--- src/rtl/lcd_line_writer.sv ---
// lcd_line_writer: HD44780 16x2 power-up/init, then endless two-row refresh from per-frame snapshots
module lcd_line_writer #(
  parameter int unsigned T_PWRUP = 750000,
  parameter int unsigned T_AS    = 2,
  parameter int unsigned T_EN    = 12,
  parameter int unsigned T_CMD   = 2500,
  parameter int unsigned T_CLR   = 82000
) (
  input  logic         clk_in,
  input  logic         rst_in,
  input  logic [127:0] line1_in,
  input  logic [127:0] line2_in,
  output logic [7:0]   lcd_data,
  output logic         lcd_rs,
  output logic         lcd_rw,
  output logic         lcd_en,
  output logic         init_done,
  output logic         frame_done
);
  typedef enum logic [2:0] {PWRUP, INIT, ADDR1, ROW1, ADDR2, ROW2} state_t;
  typedef enum logic [1:0] {SETUP, STROBE, WAIT} phase_t;
  state_t       state, state_n;
  phase_t       phase, phase_n;
  logic [31:0]  cnt, cnt_n, phase_len;
  logic [3:0]   idx, idx_n;
  logic [127:0] snap1, snap2, row_word;
  logic [7:0]   init_byte, row_byte;
  logic         phase_end, byte_end, take_snap;
  always_ff @(posedge clk_in or posedge rst_in)
    if (rst_in) begin
      state      <= PWRUP;
      phase      <= SETUP;
      cnt        <= '0;
      idx        <= '0;
      snap1      <= '0;
      snap2      <= '0;
      init_done  <= 1'b0;
      frame_done <= 1'b0;
    end else begin
      state      <= state_n;
      phase      <= phase_n;
      cnt        <= cnt_n;
      idx        <= idx_n;
      if (take_snap) begin
        snap1 <= line1_in;
        snap2 <= line2_in;
      end
      if (state == INIT && state_n == ADDR1) init_done <= 1'b1;
      frame_done <= state == ROW2 && state_n == ADDR1;
    end
  // rs/data decode only from state and idx, so they hold through SETUP/STROBE/WAIT
  assign init_byte = idx == 4'd0 ? 8'h38 : idx == 4'd1 ? 8'h0C : idx == 4'd2 ? 8'h06 : 8'h01;
  assign row_word  = state == ROW2 ? snap2 : snap1;
  assign row_byte  = row_word[{~idx, 3'b111} -: 8];
  assign lcd_data  = state == PWRUP ? 8'h00 : state == INIT ? init_byte : state == ADDR1 ? 8'h80 :
                     state == ADDR2 ? 8'hC0 : row_byte;
  assign lcd_rs    = state == ROW1 || state == ROW2;
  assign lcd_rw    = 1'b0;
  assign lcd_en    = phase == STROBE;
  always_comb begin
    phase_len = state == PWRUP ? T_PWRUP : phase == SETUP ? T_AS : phase == STROBE ? T_EN :
                (!lcd_rs && lcd_data == 8'h01) ? T_CLR : T_CMD;
    phase_end = cnt == phase_len - 32'd1;
    byte_end  = phase_end && (state == PWRUP || phase == WAIT);
    cnt_n     = phase_end ? '0 : cnt + 32'd1;
    phase_n   = (state == PWRUP || !phase_end) ? phase : phase == SETUP ? STROBE : phase == STROBE ? WAIT : SETUP;
    state_n   = !byte_end ? state :
                state == PWRUP ? INIT :
                state == INIT  ? (idx == 4'd3 ? ADDR1 : INIT) :
                state == ADDR1 ? ROW1 :
                state == ROW1  ? (idx == 4'd15 ? ADDR2 : ROW1) :
                state == ADDR2 ? ROW2 :
                (idx == 4'd15 ? ADDR1 : ROW2);
    idx_n     = !byte_end ? idx :
                (state == PWRUP || state == ADDR1 || state == ADDR2 || (state == INIT && idx == 4'd3)) ? 4'd0 :
                idx + 4'd1;
    take_snap = byte_end && state_n == ADDR1;
  end
endmodule

--- config.mk ---
export PLATFORM = sky130hd
export DESIGN_NAME = lcd_line_writer
export DESIGN_NICKNAME = d
export VERILOG_FILES = /design/src/rtl/lcd_line_writer.sv
export SDC_FILE = /design/constraint.sdc
export NUM_CORES = 1
export LEC_CHECK = 0
export CAP_MARGIN = 20
export CORE_MARGIN = 4
export CORE_UTILIZATION = 54
export CTS_CLUSTER_DIAMETER = 100
export CTS_CLUSTER_SIZE = 14
export DETAILED_ROUTE_END_ITERATION = 16
export PLACE_DENSITY = 0.8
export SLEW_MARGIN = 40
export SYNTH_ARGS = -nofsm -noshare
export SYNTH_HDL_FRONTEND = slang
export SYNTH_SLANG_ARGS = --single-unit
--- constraint.sdc ---
create_clock -name clk_in -period 14.1 [get_ports clk_in]
set_clock_uncertainty 0.2 [all_clocks]
set_input_delay 2.115 -clock clk_in [delete_from_list [all_inputs] [get_ports clk_in]]
set_output_delay 2.115 -clock clk_in [all_outputs]
set_load 0.03 [all_outputs]
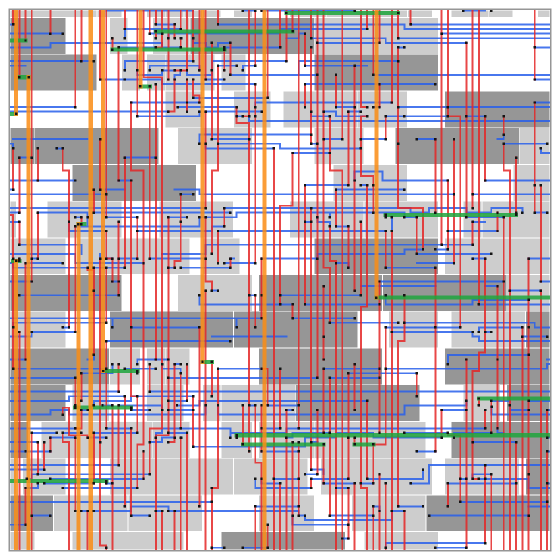
run_1/closeup.png
Region (69, 34) to (109, 74) um. Cells in grey, sequential cells in the stronger grey; small squares are vias.
legend:
  orange:
    layer: M4
  red:
    layer: M2
  blue:
    layer: M1
  green:
    layer: M3
cells with their middle in the window: 73
sequential cells in the window: 20
netlist names of flops here include: snap2 (11), snap1 (9)
most frequent: dfrtp_1 (20), mux2_4 (18), a22oi_1 (7)

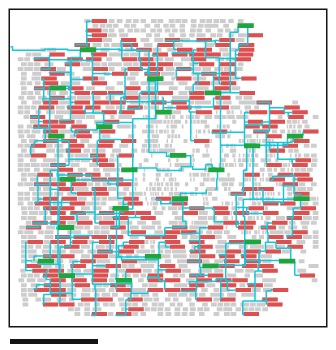
run_1/clock_wires.png
Bar = 50 um.
legend:
  green:
    item: clock-net drivers
    count: 25
  red:
    item: flip-flops
    count: 299
  cyan:
    item: clock wires
    length: 3520 um
routed clock nets: 26
clock network power: 627 uW
Late-Pin Clk Latency: 0.55 ns
Clock Power Share: 0.396

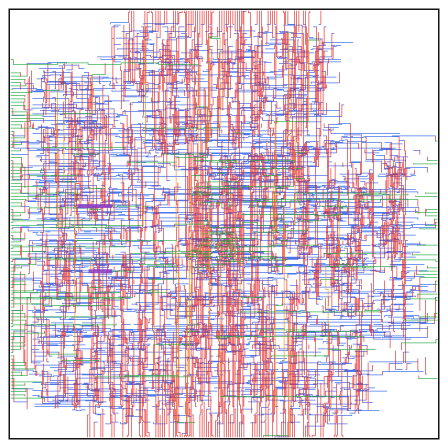
run_1/layers.png
legend:
  blue:
    layer: M1
    wire_length: 16800 um
  red:
    layer: M2
    wire_length: 19500 um
  green:
    layer: M3
    wire_length: 3010 um
  orange:
    layer: M4
    wire_length: 1350 um
  purple:
    layer: M5
    wire_length: 21.2 um

==> Changelog: implementation, run 1 <==
## Flow update

* RD Place Congestion at 0.956
* R2R Path End: snap2[61]
* Logic pwr share at 0.062
* Worst EP arrival at 8.98 ns
* Final wirelength at 40700 um
* Synth cell count leaders: 299 x dfrtp_1, 240 x mux2_4, 57 x nor2_1
* CTS tree: built
* Crit path time final at 8.75 ns
* CP Capture Type: flip-flop
* Dpl hpwl at 29700 um
* Hold Path Class: flip-flop to flip-flop
* Layout cells sized above 1 at 0.284
* Die footprint at 32000 um2
* Wire length per cell at 24.2 um
* Synth Seq Share at 0.474
* Crit path DRT at 14.33 ns
* Post_cts resized at 0
* Critical Path Fanout Max at 63
* Sw Ratio at 0.216
* Asr flop ratio synth at 1.00
* Global-route wire length before repair at 61800 um
* Mux share at 0.341
* Vias in the first global route at 10500
* Reg2reg path depth at 22
* Global-route usage over all layers at 0.253
* H-tree levels at 1
* Vias per cell at 5.87
* Detail Route Antenna Nets at 0
* Num rows at 62
* Post-CTS Hold Fix Bufs at 0
* Placed cell areas at 18400 um2
* CTS sink count at 299
* Cell area after synthesis at 15800 um2
* Max-slew violations at 0
* Post-CTS setup buffer count at 0
* Die Y at 179 um
* Drt initial violations at 962
* OpenROAD warning count at 31
* Port bufs at 269
* Clock buffers created by TritonCTS at 25
* Crit Reg-Reg Startpoint: idx[0]
* Hold path startpoint: snap2[71]
* I/O pin total at 271
* Flops out of synthesis at 299
* Status: complete, no violations
* Lkg Pwr at 8.47 nW
* CP Class: flip-flop to flip-flop
run 1: stage by stage:
stage	util	setup slack, ns	power (mW)	hold slack, ns	std cells
detailed placement	0.639	5.44	0.974	0.273	1650
global placement	0.636	4.76	0.973	0.267	1648
CTS	0.662	5.36	1.60	0.289	1679
floorplan	-	3.52	0.889	0.247	1051
finish	0.662	5.35	1.58	0.286	1679
global route	0.662	4.94	1.63	0.319	1679
run 1: layer usage:
layer  track usage  vias up  part of all wire  wire length [um]
met5             0        -           0.00052                21
li1              -     4343                 -                 -
met4        0.0739        4             0.033              1350
met3        0.0567       90             0.074              3010
met1         0.349     5022              0.41             16800
met2         0.405      404              0.48             19500
run 1: state kept, by name, indices dropped and copies added, names as in the netlist:
| register | count |
|---|---|
| state | 3 |
| snap2 | 128 |
| snap1 | 128 |
| idx | 4 |
| init_done | 1 |
| cnt | 32 |
| phase | 2 |
| frame_done | 1 |
run 1: cell usage in the layout (no fill, tap or decap), types with 5 or more instances in the layout:
master,instances
dfrtp_1,297
clkdlybuf4s50_1,269
mux2_4,240
nor2_1,56
mux4_2,52
nand2_1,35
clkbuf_16,25
xnor2_1,22
mux2i_1,21
nand3_1,19
a21oi_1,18
mux2_2,17
a22oi_1,16
nor3_1,14
o21ai_0,14
xor2_1,14
nand4_1,13
inv_1,10
and2_1,8
mux2_1,8
or3_1,7
and3_1,7
ha_1,6
nor2b_1,5
nor4_1,5
run 1: worst max-delay path: stages, from the launching register on:
cell,delay (ns)
dfrtp_4,0.79
clkinv_2,0.66
buf_4,0.52
mux4_1,0.52
a22o_1,0.26
o221a_2,0.27
a2111oi_4,0.34
o2111ai_1,0.18
o21ai_0,0.29
or2_2,0.16
ha_1,0.19
xnor2_1,0.12
or4_1,0.42
a21oi_1,0.17
a41oi_1,0.06
or3_1,0.44
or2_2,0.31
a2111oi_1,0.46
a21oi_2,0.17
nor3_4,0.22
buf_6,0.61
buf_6,0.69
mux2_2,0.41
run 1: power groups by stage:
stage | registers [mW] | clock network, mW | logic, mW
after floorplan | 0.874 | 0 | 0.0146
after global placement | 0.874 | 0 | 0.0993
after detailed placement | 0.874 | 0 | 0.0999
after CTS | 0.857 | 0.639 | 0.101
after global routing | 0.857 | 0.671 | 0.105
final | 0.857 | 0.627 | 0.0987
run 1: cells by family after synthesis:
| family | Yosys count |
|---|---|
| xor gates and xnor gates | 36 |
| AOI/OAI and AO/OA | 96 |
| muxes | 342 |
| and+or+nand+nor | 192 |
| adders and majority gates | 6 |
| DFF | 299 |
| other | 1 |
| buffers and inverters | 79 |
run 1: final cells by class:
class	instances	area, um2
fill	2058	9720
multi-input combinational	673	7520
sequential	299	7490
timing repair buffer	279	2840
clock buffer	27	633
tap	384	480
inverter	15	70.1
clock inverter	2	31.3
run 1: worst max path at each step:
stage / startpoint / endpoint / depth (start not counted)
2_1_floorplan: rst_in / cnt[0] / 1
3_3_place_gp: idx[0] / snap2[62] / 22
3_5_place_dp: idx[0] / snap2[62] / 22
4_1_cts: idx[0] / snap2[60] / 22
5_1_grt: idx[0] / snap2[61] / 23
6_report: idx[0] / snap2[61] / 22
==> run 1 -> run 2 <==
==> constraint.sdc (replaced) <==
create_clock -name clk_in -period 9.1 [get_ports clk_in]
set_clock_uncertainty 0.2 [all_clocks]
set_input_delay 1.365 -clock clk_in [delete_from_list [all_inputs] [get_ports clk_in]]
set_output_delay 1.365 -clock clk_in [all_outputs]
set_load 0.03 [all_outputs]
==> run 2 against run 1 <==
Register-to-register slack got worse by 3.8 ns. Global-route usage decreased by 0.52 points. Clock-buffer cell count decreased by 1. Critical path depth decreased by 1. Critical path type unchanged. Critical endpoint is now snap2[64]. Largest cell class unchanged.
==> Changelog: implementation, run 2 <==
## Flow update

* Commonest Layout Cell: dfrtp_1
* Layout cells sized above 1 at 0.285
* Wire length per cell at 23.4 um
* CTS tree: built
* Global-route usage over all layers at 0.247
* OpenROAD warning count at 31
* H-tree levels at 1
* CTS sink count at 299
* Count of cell types in the netlist at 75
* Vias in the first global route at 10500
* Fmax at 133 MHz
* Final hold vios at 0
* Die Y at 179 um
* Num rows at 62
* CP Class: flip-flop to flip-flop
* Post-CTS Hold Fix Bufs at 0
* CTS clk-pin slew, worst paths at 0.07 ns
* Drt initial violations at 763
* RD Place Congestion at 1.00
* Hold Path Class: flip-flop to flip-flop
* Max-slew violations at 0
* Post-CTS setup buffer count at 0
* Crit path time final at 7.54 ns
* Global-route wire length before repair at 60800 um
* Crit path DRT at 9.32 ns
* Post_cts resized at 0
* Asr flop ratio synth at 1.00
* Ys Warns at 0
* Worst EP arrival at 7.77 ns
* Final wirelength at 39400 um
* I/O pin total at 271
* Flops out of synthesis at 299
* Largest regs: snap1 (128), snap2 (128), cnt (32)
* Fin util at 0.663
* Vias per cell at 5.77
* Largest net degree at the start of global routing at 116
* Critical Path Fanout Max at 115
* Synth cell count leaders: 299 x dfrtp_1, 240 x mux2_4, 57 x nor2_1
* Synth Seq Share at 0.474
* Total Power at 2.44 mW
* CP Capture Type: flip-flop
* Die footprint at 32000 um2
* Dpl hpwl at 29100 um
* Clock buffers created by TritonCTS at 25
* Status: complete, no violations
* Lkg Pwr at 8.49 nW
-- run 2: final timing paths --
kind / cells after the start / startpoint / slack, ns / end
min: 1 / snap2[74] / 0.29 / snap2[74]
max reg2reg: 21 / state[2] / 1.56 / snap2[64]
min reg2reg: 1 / snap2[74] / 0.29 / snap2[74]
max: 21 / state[2] / 1.56 / snap2[64]
min in group asynchronous: 2 / rst_in / 1.00 / snap2[70]
max in group asynchronous: 4 / rst_in / 6.40 / snap2[44]
-- run 2: worst max-delay path, cell delays in order, from the launching register on --
cell and delay (ns):
dfrtp_1 0.76, and3b_1 0.24, buf_4 0.39, mux4_2 0.40
a22oi_1 0.20, nand4_1 0.26, a2111oi_4 0.58, o2111ai_1 0.18
o21ai_0 0.27, or2_2 0.16, ha_1 0.19, xnor2_1 0.11
or4_1 0.40, a21oi_1 0.15, a41oi_1 0.05, or3_1 0.45
or2_2 0.31, a2111oi_1 0.41, a21oi_2 0.16, nor3_4 0.34
buf_12 0.65, mux2_2 0.42
-- run 2: logic make-up (layout without fill, tap and decap cells) --
kind of cell    count (synthesis)  after routing  synth area share
compound gates                 96             96            0.0478
buf+inv                        79            325            0.0497
fa+ha+maj                       6              6           0.00476
other cells                     1              2          0.000238
simple gates                  192            192            0.0625
xor+xnor                       36             36            0.0200
mux                           342            342             0.341
flops                         299            299             0.474
-- run 2: report_power, final --
group	leakage [nW]	internal [mW]	switching (mW)
logic	4.00	0.102	0.0486
clock network	0.320	0.490	0.469
registers	4.16	1.33	0
total	8.49	1.92	0.517
-- run 2: final cells by class --
cell class | instances | area [um2]
multi-input cells | 673 | 7510
inverters | 15 | 61.3
fillers | 2030 | 9690
clock buffers | 26 | 629
diodes | 1 | 2.50
well taps | 384 | 480
clock inverters | 2 | 20.0
flip-flops and latches | 299 | 7480
repair buffers | 282 | 2900
-- run 2: metal layers --
layer,share of wire,wire length (um),GRT usage,vias up
met5,0.00086,34,0,-
met2,0.48,19100,0.401,329
met1,0.40,15900,0.329,4933
met3,0.083,3290,0.0711,81
met4,0.029,1130,0.0681,6
li1,-,-,-,4353
-- run 2: through the flow --
step	setup slack, ns	cell area [um2]	instances
final	1.56	19100	1682
after CTS	1.62	19100	1680
after floorplan	3.00	15800	1051
after global placement	1.66	18400	1651
after global routing	1.10	19100	1682
after detailed placement	1.65	18400	1652
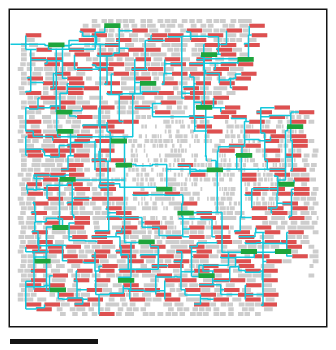
run_2/clock_wires.png
Bar = 50 um.
Clock Power Share: 0.393
Late-Pin Clk Latency: 0.54 ns
clock network power: 959 uW

Power figures rest on the tool's default switching activity, not on a simulated workload.
